<file path="src/rtl/cpu_types_pkg.sv">
// Shared CPU datapath types: forwarding select encoding and scoreboard latency constants.
package cpu_types_pkg;

    localparam int unsigned DEF_NFWD  = 2;
    localparam int unsigned DEF_LAT_W = 3;
    localparam int unsigned DEF_SEL_W = $clog2(DEF_NFWD + 1);

    localparam int unsigned FWD_REGFILE = 0;

    typedef logic [DEF_SEL_W-1:0] fwdsel_t;

    // Size-cast to any latency width this yields all-ones: the variable-latency marker.
    localparam int LAT_VAR = -1;

endpackage

</file>
<file path="src/rtl/forward_scoreboard_if.sv">
// Signal bundle between pipeline control and the forwarding/scoreboard unit.
interface forward_scoreboard_if #(
    parameter int unsigned REG_W = 5,
    parameter int unsigned NSRC  = 2,
    parameter int unsigned NFWD  = 2,
    parameter int unsigned LAT_W = 3,
    parameter int unsigned SEL_W = $clog2(NFWD + 1)
);
    logic [NSRC*REG_W-1:0] src_addr;
    logic [NFWD-1:0]       fwd_regwr;
    logic [NFWD*REG_W-1:0] fwd_wsel;
    logic                  issue_valid;
    logic [REG_W-1:0]      issue_rd;
    logic [LAT_W-1:0]      issue_lat;
    logic                  done_valid;
    logic [REG_W-1:0]      done_rd;
    logic                  flush;
    logic [NSRC*SEL_W-1:0] forward_sel;
    logic                  stall;
    logic                  issue_ack;

    modport master (
        output src_addr, fwd_regwr, fwd_wsel, issue_valid, issue_rd, issue_lat,
               done_valid, done_rd, flush,
        input  forward_sel, stall, issue_ack
    );

    modport slave (
        input  src_addr, fwd_regwr, fwd_wsel, issue_valid, issue_rd, issue_lat,
               done_valid, done_rd, flush,
        output forward_sel, stall, issue_ack
    );
endinterface

</file>
<file path="src/rtl/sb_entry.sv">
// One scoreboard entry: pending-write countdown with flush/load/done/hold/decrement priority.
module sb_entry
    import cpu_types_pkg::*;
#(
    parameter int unsigned LAT_W = DEF_LAT_W
) (
    input  logic             CLK,
    input  logic             RST,
    input  logic             flush,
    input  logic             load,
    input  logic             done,
    input  logic [LAT_W-1:0] load_val,
    output logic [LAT_W-1:0] cnt
);
    localparam logic [LAT_W-1:0] CNT_VAR = LAT_W'(LAT_VAR);

    logic [LAT_W-1:0] cnt_q, cnt_d;

    always_comb begin
        cnt_d = cnt_q;
        if (flush)                cnt_d = '0;
        else if (load)            cnt_d = load_val;
        else if (done)            cnt_d = '0;
        else if (cnt_q == CNT_VAR) cnt_d = cnt_q;
        else if (cnt_q != '0)     cnt_d = cnt_q - 1'b1;
    end

    always_ff @(posedge CLK or posedge RST) begin
        if (RST) cnt_q <= '0;
        else     cnt_q <= cnt_d;
    end

    assign cnt = cnt_q;
endmodule

</file>
<file path="src/rtl/forward_scoreboard.sv">
// Operand forwarding selects and pending-write scoreboard stall at the decode/execute boundary.
// Optional saturating stall-cycle counter: define FWD_STALL_CNT_EN.
module forward_scoreboard
    import cpu_types_pkg::*;
#(
    parameter int unsigned REG_W = 5,
    parameter int unsigned NSRC  = 2,
    parameter int unsigned NFWD  = DEF_NFWD,
    parameter int unsigned LAT_W = DEF_LAT_W,
    parameter int unsigned SEL_W = $clog2(NFWD + 1)
) (
    input logic CLK,
    input logic RST,
    forward_scoreboard_if.slave bus
`ifdef FWD_STALL_CNT_EN
    ,
    output logic [31:0] stall_cnt
`endif
);
    localparam int unsigned NREG = 2 ** REG_W;
    localparam logic [LAT_W-1:0] LAT_V = LAT_W'(LAT_VAR);

    logic [LAT_W-1:0] cnt [NREG];
    logic [LAT_W-1:0] load_val;
    logic             stall;
    logic             issue_ack;

    // Youngest matching stage wins; each operand resolved on its own.
    always_comb begin
        logic [REG_W-1:0] src;
        logic [SEL_W-1:0] sel;
        logic             hit;
        src = '0;
        sel = '0;
        hit = 1'b0;
        bus.forward_sel = '0;
        for (int unsigned i = 0; i < NSRC; i++) begin
            src = bus.src_addr[i*REG_W +: REG_W];
            sel = SEL_W'(FWD_REGFILE);
            hit = 1'b0;
            for (int unsigned k = 0; k < NFWD; k++) begin
                if (!hit && src != '0 && bus.fwd_regwr[k] &&
                    bus.fwd_wsel[k*REG_W +: REG_W] == src) begin
                    sel = SEL_W'(k + 1);
                    hit = 1'b1;
                end
            end
            bus.forward_sel[i*SEL_W +: SEL_W] = sel;
        end
    end

    always_comb begin
        logic [REG_W-1:0] src;
        src   = '0;
        stall = 1'b0;
        for (int unsigned i = 0; i < NSRC; i++) begin
            src = bus.src_addr[i*REG_W +: REG_W];
            if (src != '0 && cnt[src] != '0) stall = 1'b1;
        end
    end

    assign issue_ack     = bus.issue_valid && !stall;
    assign bus.stall     = stall;
    assign bus.issue_ack = issue_ack;

    // The count is the number of cycles still to stall, so fixed latency L loads L-1
    // (L=1 leaves no entry); all-ones is kept as the wait-for-done marker.
    assign load_val = (bus.issue_lat == LAT_V) ? LAT_V : bus.issue_lat - 1'b1;

    assign cnt[0] = '0;

    for (genvar r = 1; r < NREG; r++) begin : g_sb
        logic ld, dn;
        assign ld = issue_ack && bus.issue_rd == REG_W'(r) && bus.issue_lat != '0;
        assign dn = bus.done_valid && bus.done_rd == REG_W'(r);
        sb_entry #(.LAT_W(LAT_W)) u_entry (
            .CLK      (CLK),
            .RST      (RST),
            .flush    (bus.flush),
            .load     (ld),
            .done     (dn),
            .load_val (load_val),
            .cnt      (cnt[r])
        );
    end

`ifdef FWD_STALL_CNT_EN
    logic [31:0] stall_cnt_q, stall_cnt_d;

    always_comb begin
        stall_cnt_d = stall_cnt_q;
        if (stall && stall_cnt_q != '1) stall_cnt_d = stall_cnt_q + 32'd1;
    end

    always_ff @(posedge CLK or posedge RST) begin
        if (RST) stall_cnt_q <= '0;
        else     stall_cnt_q <= stall_cnt_d;
    end

    assign stall_cnt = stall_cnt_q;
`endif
endmodule

</file>
<file path="src/flat_wrapper.sv">
// flat-port wrapper written by rule: the top's interface ports become plain ports
module forward_scoreboard_flat import cpu_types_pkg::*;
#(
    parameter int unsigned REG_W = 5,
    parameter int unsigned NSRC  = 2,
    parameter int unsigned NFWD  = DEF_NFWD,
    parameter int unsigned LAT_W = DEF_LAT_W,
    parameter int unsigned SEL_W = $clog2(NFWD + 1)
)
  (CLK, RST, bus_src_addr, bus_fwd_regwr, bus_fwd_wsel, bus_issue_valid, bus_issue_rd, bus_issue_lat, bus_done_valid, bus_done_rd, bus_flush, bus_forward_sel, bus_stall, bus_issue_ack);
  forward_scoreboard_if #(.REG_W(REG_W), .NSRC(NSRC), .NFWD(NFWD), .LAT_W(LAT_W), .SEL_W(SEL_W)) bus_i ();
  input logic CLK;
  input logic RST;
  input wire logic [$bits(bus_i.src_addr)-1:0] bus_src_addr;
  input wire logic [$bits(bus_i.fwd_regwr)-1:0] bus_fwd_regwr;
  input wire logic [$bits(bus_i.fwd_wsel)-1:0] bus_fwd_wsel;
  input wire logic [$bits(bus_i.issue_valid)-1:0] bus_issue_valid;
  input wire logic [$bits(bus_i.issue_rd)-1:0] bus_issue_rd;
  input wire logic [$bits(bus_i.issue_lat)-1:0] bus_issue_lat;
  input wire logic [$bits(bus_i.done_valid)-1:0] bus_done_valid;
  input wire logic [$bits(bus_i.done_rd)-1:0] bus_done_rd;
  input wire logic [$bits(bus_i.flush)-1:0] bus_flush;
  output wire logic [$bits(bus_i.forward_sel)-1:0] bus_forward_sel;
  output wire logic [$bits(bus_i.stall)-1:0] bus_stall;
  output wire logic [$bits(bus_i.issue_ack)-1:0] bus_issue_ack;
  assign bus_i.src_addr = bus_src_addr;
  assign bus_i.fwd_regwr = bus_fwd_regwr;
  assign bus_i.fwd_wsel = bus_fwd_wsel;
  assign bus_i.issue_valid = bus_issue_valid;
  assign bus_i.issue_rd = bus_issue_rd;
  assign bus_i.issue_lat = bus_issue_lat;
  assign bus_i.done_valid = bus_done_valid;
  assign bus_i.done_rd = bus_done_rd;
  assign bus_i.flush = bus_flush;
  assign bus_forward_sel = bus_i.forward_sel;
  assign bus_stall = bus_i.stall;
  assign bus_issue_ack = bus_i.issue_ack;
  forward_scoreboard #(.REG_W(REG_W), .NSRC(NSRC), .NFWD(NFWD), .LAT_W(LAT_W), .SEL_W(SEL_W)) u_core (.CLK(CLK), .RST(RST), .bus(bus_i));
endmodule
</file>
<file path="config.mk">
export PLATFORM = sky130hd
export DESIGN_NAME = forward_scoreboard_flat
export DESIGN_NICKNAME = d
export VERILOG_FILES = /design/src/rtl/cpu_types_pkg.sv /design/src/rtl/forward_scoreboard_if.sv /design/src/rtl/sb_entry.sv /design/src/rtl/forward_scoreboard.sv /design/src/flat_wrapper.sv
export SDC_FILE = /design/constraint.sdc
export NUM_CORES = 1
export LEC_CHECK = 0
export CORE_ASPECT_RATIO = 0.75
export CORE_UTILIZATION = 43
export DETAILED_ROUTE_END_ITERATION = 10
export PLACE_DENSITY = 0.72
export REMOVE_ABC_BUFFERS = 1
export SETUP_SLACK_MARGIN = 0.1
export SYNTH_ARGS = -nofsm -noshare
export SYNTH_HDL_FRONTEND = slang
export SYNTH_HIERARCHICAL = 1
export SYNTH_SLANG_ARGS = --single-unit
</file>
<file path="constraint.sdc">
create_clock -name CLK -period 6.95 [get_ports CLK]
set_clock_uncertainty 0.2 [all_clocks]
set_input_delay 1.39 -clock CLK [delete_from_list [all_inputs] [get_ports CLK]]
set_output_delay 1.39 -clock CLK [all_outputs]
set_load 0.01 [all_outputs]
</file>
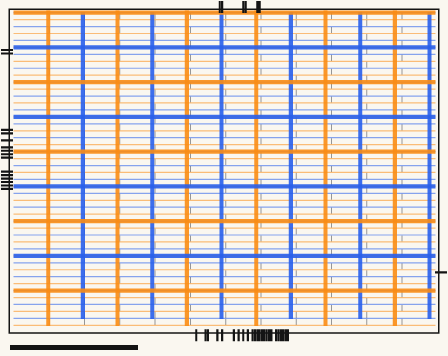
(images/power_grid.png)
Scale bar: 50 µm. Pins as bars on the die edge. Tap cells in grey.
VDD: marked blue. VSS: marked orange.
258 tap cells. The core has 45 rows.
Chip Height: 126 µm
Core Area: 0.0202 mm²
worst IR drop on VDD: 193 µV

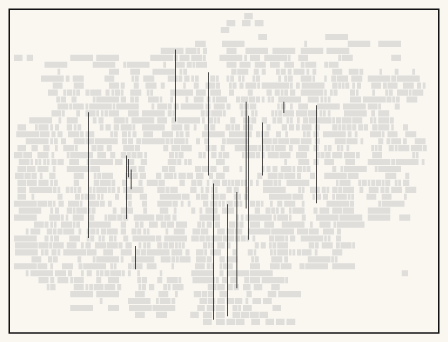
(images/layer_met4.png)
The longest straight run is 53.0 µm. The layer holds 1.8% of the routed length. The wires run mostly vertical.

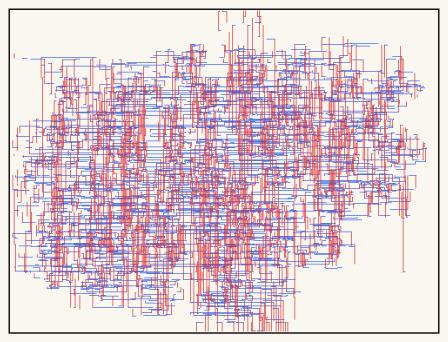
(images/wires.png)
Only two layers are drawn.
metal 2: marked red, wire length 11200 µm. metal 1: marked blue, wire length 11300 µm.

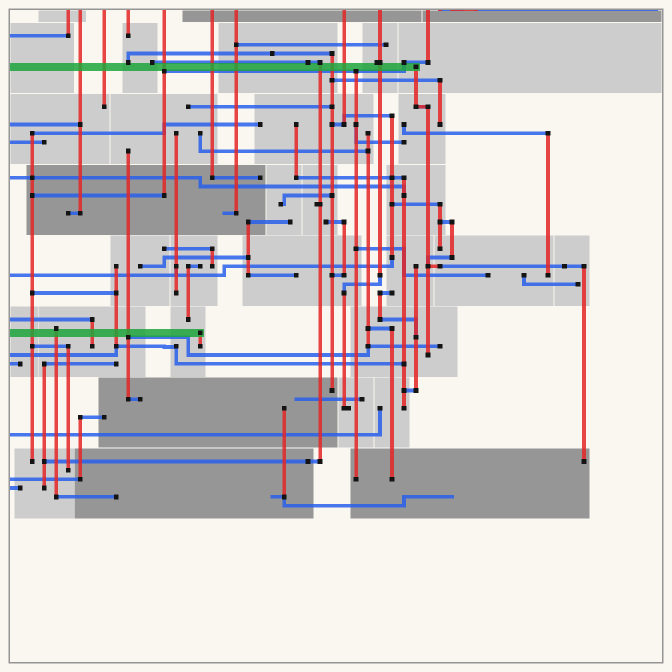
(images/detail.png)
Region (113, 19) to (138, 44) µm. Cells in grey, sequential cells in the stronger grey; small squares are vias.
metal 1: marked blue. metal 2: marked red. metal 3: marked green.
28 logic cells have their middle in the window. Most frequent: inv_1 (5). Netlist names of flops here include u_core/g_sb.u_entry/cnt (4). Sequential cells in the window: 4.

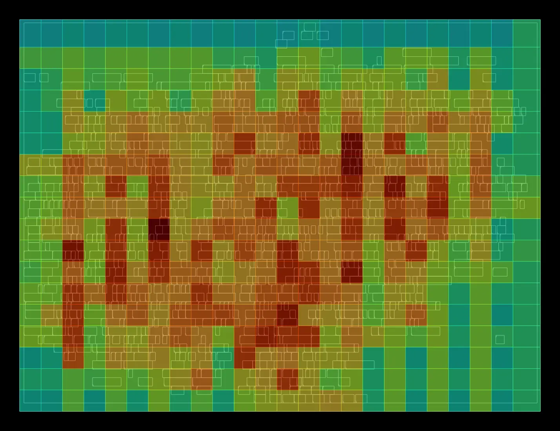
(images/congestion.png)
average detailed-routed wire length per instance: 18.6 µm
GRT Resource Usage Total: 24.2%
Core Util, Final: 48.9%

==> results.py <==
# Physical implementation metrics
metrics = {
    "place": {
        "post-dp-hpwl_mm": 18.3,
        "gp_congestion": 0.914,
        "numPortBuffers": 45,
        "dpl-instance-area_mm2": 0.00957,
        "placed_insts": 1342,
    },
    "synth": {
        "number_of_standard_cells_after_synthesis": 1055,
        "share_of_async_settable_or_async_resettable_flops_after_synthesis_pct": 100,
        "top_area_cell": "sky130_fd_sc_hd__dfrtp_1",
        "synth-area-yosys_mm2": 0.00884,
        "netlist-cell-type-count": 49,
        "synth_warnings": 6,
        "synth.avg_cell_area_um2": 8.38,
        "number_of_flip_flops_and_latches_in_the_synthesized_netlist": 93,
        "top_cells_by_area": "sky130_fd_sc_hd__dfrtp_1, sky130_fd_sc_hd__ha_1, sky130_fd_sc_hd__mux2_2",
        "count_of_library_flops_with_an_enable_pin": 0,
        "postSynthSeqShare_pct": 26.3,
        "syn-cell-area_mm2": 0.00884,
        "ys.flop_type": "sky130_fd_sc_hd__dfrtp_1",
        "top_cell_area_share_pct": 26.3,
        "synth-cells-yosys": 1055,
        "synthTopCellsByCount": "sky130_fd_sc_hd__a21oi_1, sky130_fd_sc_hd__inv_1, sky130_fd_sc_hd__nand2_1",
    },
    "clock_network": {
        "cts_max_level": 3,
        "clockRootBuffer": "sky130_fd_sc_hd__clkbuf_16",
        "cts_tree": "yes",
        "clk_path_buf_depth": 2,
        "post_cts_resized": 0,
        "cts_made_buffers": 9,
        "clkSinkCount": 93,
        "post-cts-setup-buffers": 0,
        "post_cts_hold_buffer_count": 0,
        "worstSkewPairLatency_ns": 0.36,
        "clk_pin_slew_worst_paths_ns": 0.06,
    },
    "final_timing": {
        "fmax_mhz": 167,
        "worst-slew-pin-transition_ns": 1.16,
        "relSlewSlack_pct": 21.7,
        "final_period_minus_worst_setup_slack_ns": 5.99,
        "hold_slack_ns": 0.370,
        "final_max_slew_viol_count": 0,
        "rsz_0062_raised_after_global_routing": "no",
        "finalSetupViolations": 0,
        "fin_setup_tns_ns": 0,
        "fraction_of_the_cycle_the_final_worst_path_needs_pct": 86.2,
        "finalHoldViolations": 0,
    },
    "grt": {
        "globalRouteMet2Util_pct": 37.1,
        "global_route.overflow_total": 0,
        "grt_util_met1_pct": 34.4,
        "initial_antenna_violation_count": 0,
        "grt-busiest-layer": "met2",
        "grt_start_max_net_pins": 70,
        "gr-usage-met3_pct": 4.53,
        "grt_pass1_wl_mm": 40.6,
        "grt_pass1_vias": 7628,
    },
    "critical_path": {
        "path_max_fanout": 14,
        "critical_path_arrival_ns": 4.40,
        "kind_of_launch_point_of_the_worst_setup_path": "primary input",
        "worst_flop_to_flop_path_endpoint": "u_core/g_sb[7].u_entry/cnt[1]",
        "critical_path.reg2reg.startpoint": "u_core/g_sb[7].u_entry/cnt[0]",
        "critPathKind": "primary input to output port",
        "reg2reg_depth": 10,
        "timing.critical_path.required_ns": 5.36,
        "kind_of_end_point_of_the_critical_path": "output port",
        "reg2reg_slack_ns": 2.85,
    },
    "power": {
        "pwr_dens_mw_per_mm2": 344,
        "switching_share_pct": 40.8,
        "clock_power_share_pct": 15.8,
        "power.sequential.fraction_pct": 32.5,
        "combPwrFrac_pct": 51.6,
        "power.leakage_nw": 4.29,
        "power.net_switching_mw": 1.39,
        "power_report.internal_total_mw": 2.01,
    },
    "drt": {
        "final_routed_wirelength_across_all_metal_layers_mm": 25.2,
        "drc": 0,
        "routed_via_density": 5.94,
        "drtAntennaViolNets": 0,
        "detail_route.iter0.violations": 851,
        "routed-via-count": 8067,
        "drt_first_pass_iters": 6,
    },
    "finish": {
        "post_synthesis_to_final_layout_area_growth_pct": 11.9,
        "count_of_nets_after_finishing": 1231,
        "finalInstanceArea_mm2": 0.00989,
        "post_route_cells_drive_above_1_share_pct": 14.6,
        "largest_register_ff_count": 93,
        "final_layout_top_logic_cells": "sky130_fd_sc_hd__inv_1, sky130_fd_sc_hd__a21oi_1, sky130_fd_sc_hd__nand2_1",
        "insertedDiodeCount": 0,
        "final_cell_count_no_fill": 1357,
    },
    "floorplanning": {
        "overall_chip_area_mm2": 0.0211,
        "initial_utilization_pct": 43.7,
        "top_level_ports": 46,
        "floorplan.die.width_um": 168,
        "core.rowCount": 45,
    },
    "job": {
        "maximum_capacitance_violations": 0,
        "warning_count": 58,
    },
    "worst_hold_path": {
        "hold_path_startpoint": "u_core/g_sb[11].u_entry/cnt[1]",
        "min_to": "u_core/g_sb[11].u_entry/cnt[1]",
        "min_delay_path_depth": 1,
        "holdCritPathClass": "flip-flop to flip-flop",
    },
    "run_status": {
        "status": "complete, no violations",
    },
}
## metal layers
metal  vias to the layer above  wire, µm
li1                       3834         -
met1                      3889     11300
met2                       311     11200
met3                        33      2230
met4                         0       450
met5                         -         0
## worst max path at each step
| stage | slack [ns] | startpoint | endpoint | cells past startpoint |
|---|---|---|---|---|
| after detailed placement | 1.01 | bus_src_addr[6] | bus_stall | 8 |
| after CTS | 1.0 | bus_src_addr[6] | bus_stall | 8 |
| after floorplan | 1.56 | bus_src_addr[6] | bus_stall | 5 |
| after global routing | 0.76 | bus_src_addr[1] | bus_issue_ack | 9 |
| final | 0.96 | bus_src_addr[1] | bus_stall | 9 |
| after global placement | 1.03 | bus_src_addr[1] | bus_issue_ack | 9 |
## worst max-delay path, cell delays in order
cell and delay [ns]:
sky130_fd_sc_hd__clkdlybuf4s50_1 0.68, sky130_fd_sc_hd__buf_4 0.34, sky130_fd_sc_hd__or4_1 0.56, sky130_fd_sc_hd__a22oi_1 0.18
sky130_fd_sc_hd__o211ai_1 0.10, sky130_fd_sc_hd__o21ai_0 0.22, sky130_fd_sc_hd__o22ai_2 0.14, sky130_fd_sc_hd__or2_2 0.30
sky130_fd_sc_hd__clkdlybuf4s50_1 0.48
## per-stage QoR
step                utilization [%]  worst slack (ns)  total power, mW
finish                         48.9             0.961             3.40
global route                   48.9             0.764             3.71
CTS                            48.9             0.997             3.39
detailed placement             47.4              1.01             2.83
global placement               47.4              1.03             2.77
floorplan                         -              1.56             2.33
## cell families (layout without fill, tap and decap cells)
group                    Yosys count  after routing  share of synthesized area [%]
buffers and inverters            159            203                           7.13
AND-OR/OR-AND                    166            166                           10.5
flip-flops                        93             93                           26.3
XOR/XNOR                          20             20                           1.98
AND/OR/NAND/NOR                  421            421                           27.4
adder cells (fa/ha/maj)           96             96                           13.6
multiplexers                     100            100                           13.1
## cell type report
class | count | area, µm²
repair buffers | 56 | 531
flip-flops and latches | 93 | 2330
inverters | 132 | 495
multi-input cells | 803 | 5900
clock buffers | 11 | 243
fillers | 1923 | 10300
well taps | 258 | 323
clock inverters | 4 | 72.6
## power groups by stage
| stage | clock network (mW) | logic, mW | registers (mW) |
|---|---|---|---|
| finish | 0.539 | 1.76 | 1.11 |
| global placement | 0 | 1.67 | 1.10 |
| floorplan | 0 | 1.35 | 0.984 |
| CTS | 0.548 | 1.75 | 1.10 |
| detailed placement | 0 | 1.73 | 1.10 |
| global route | 0.569 | 1.99 | 1.15 |
Power figures rest on the tool's default switching activity, not on a simulated workload.
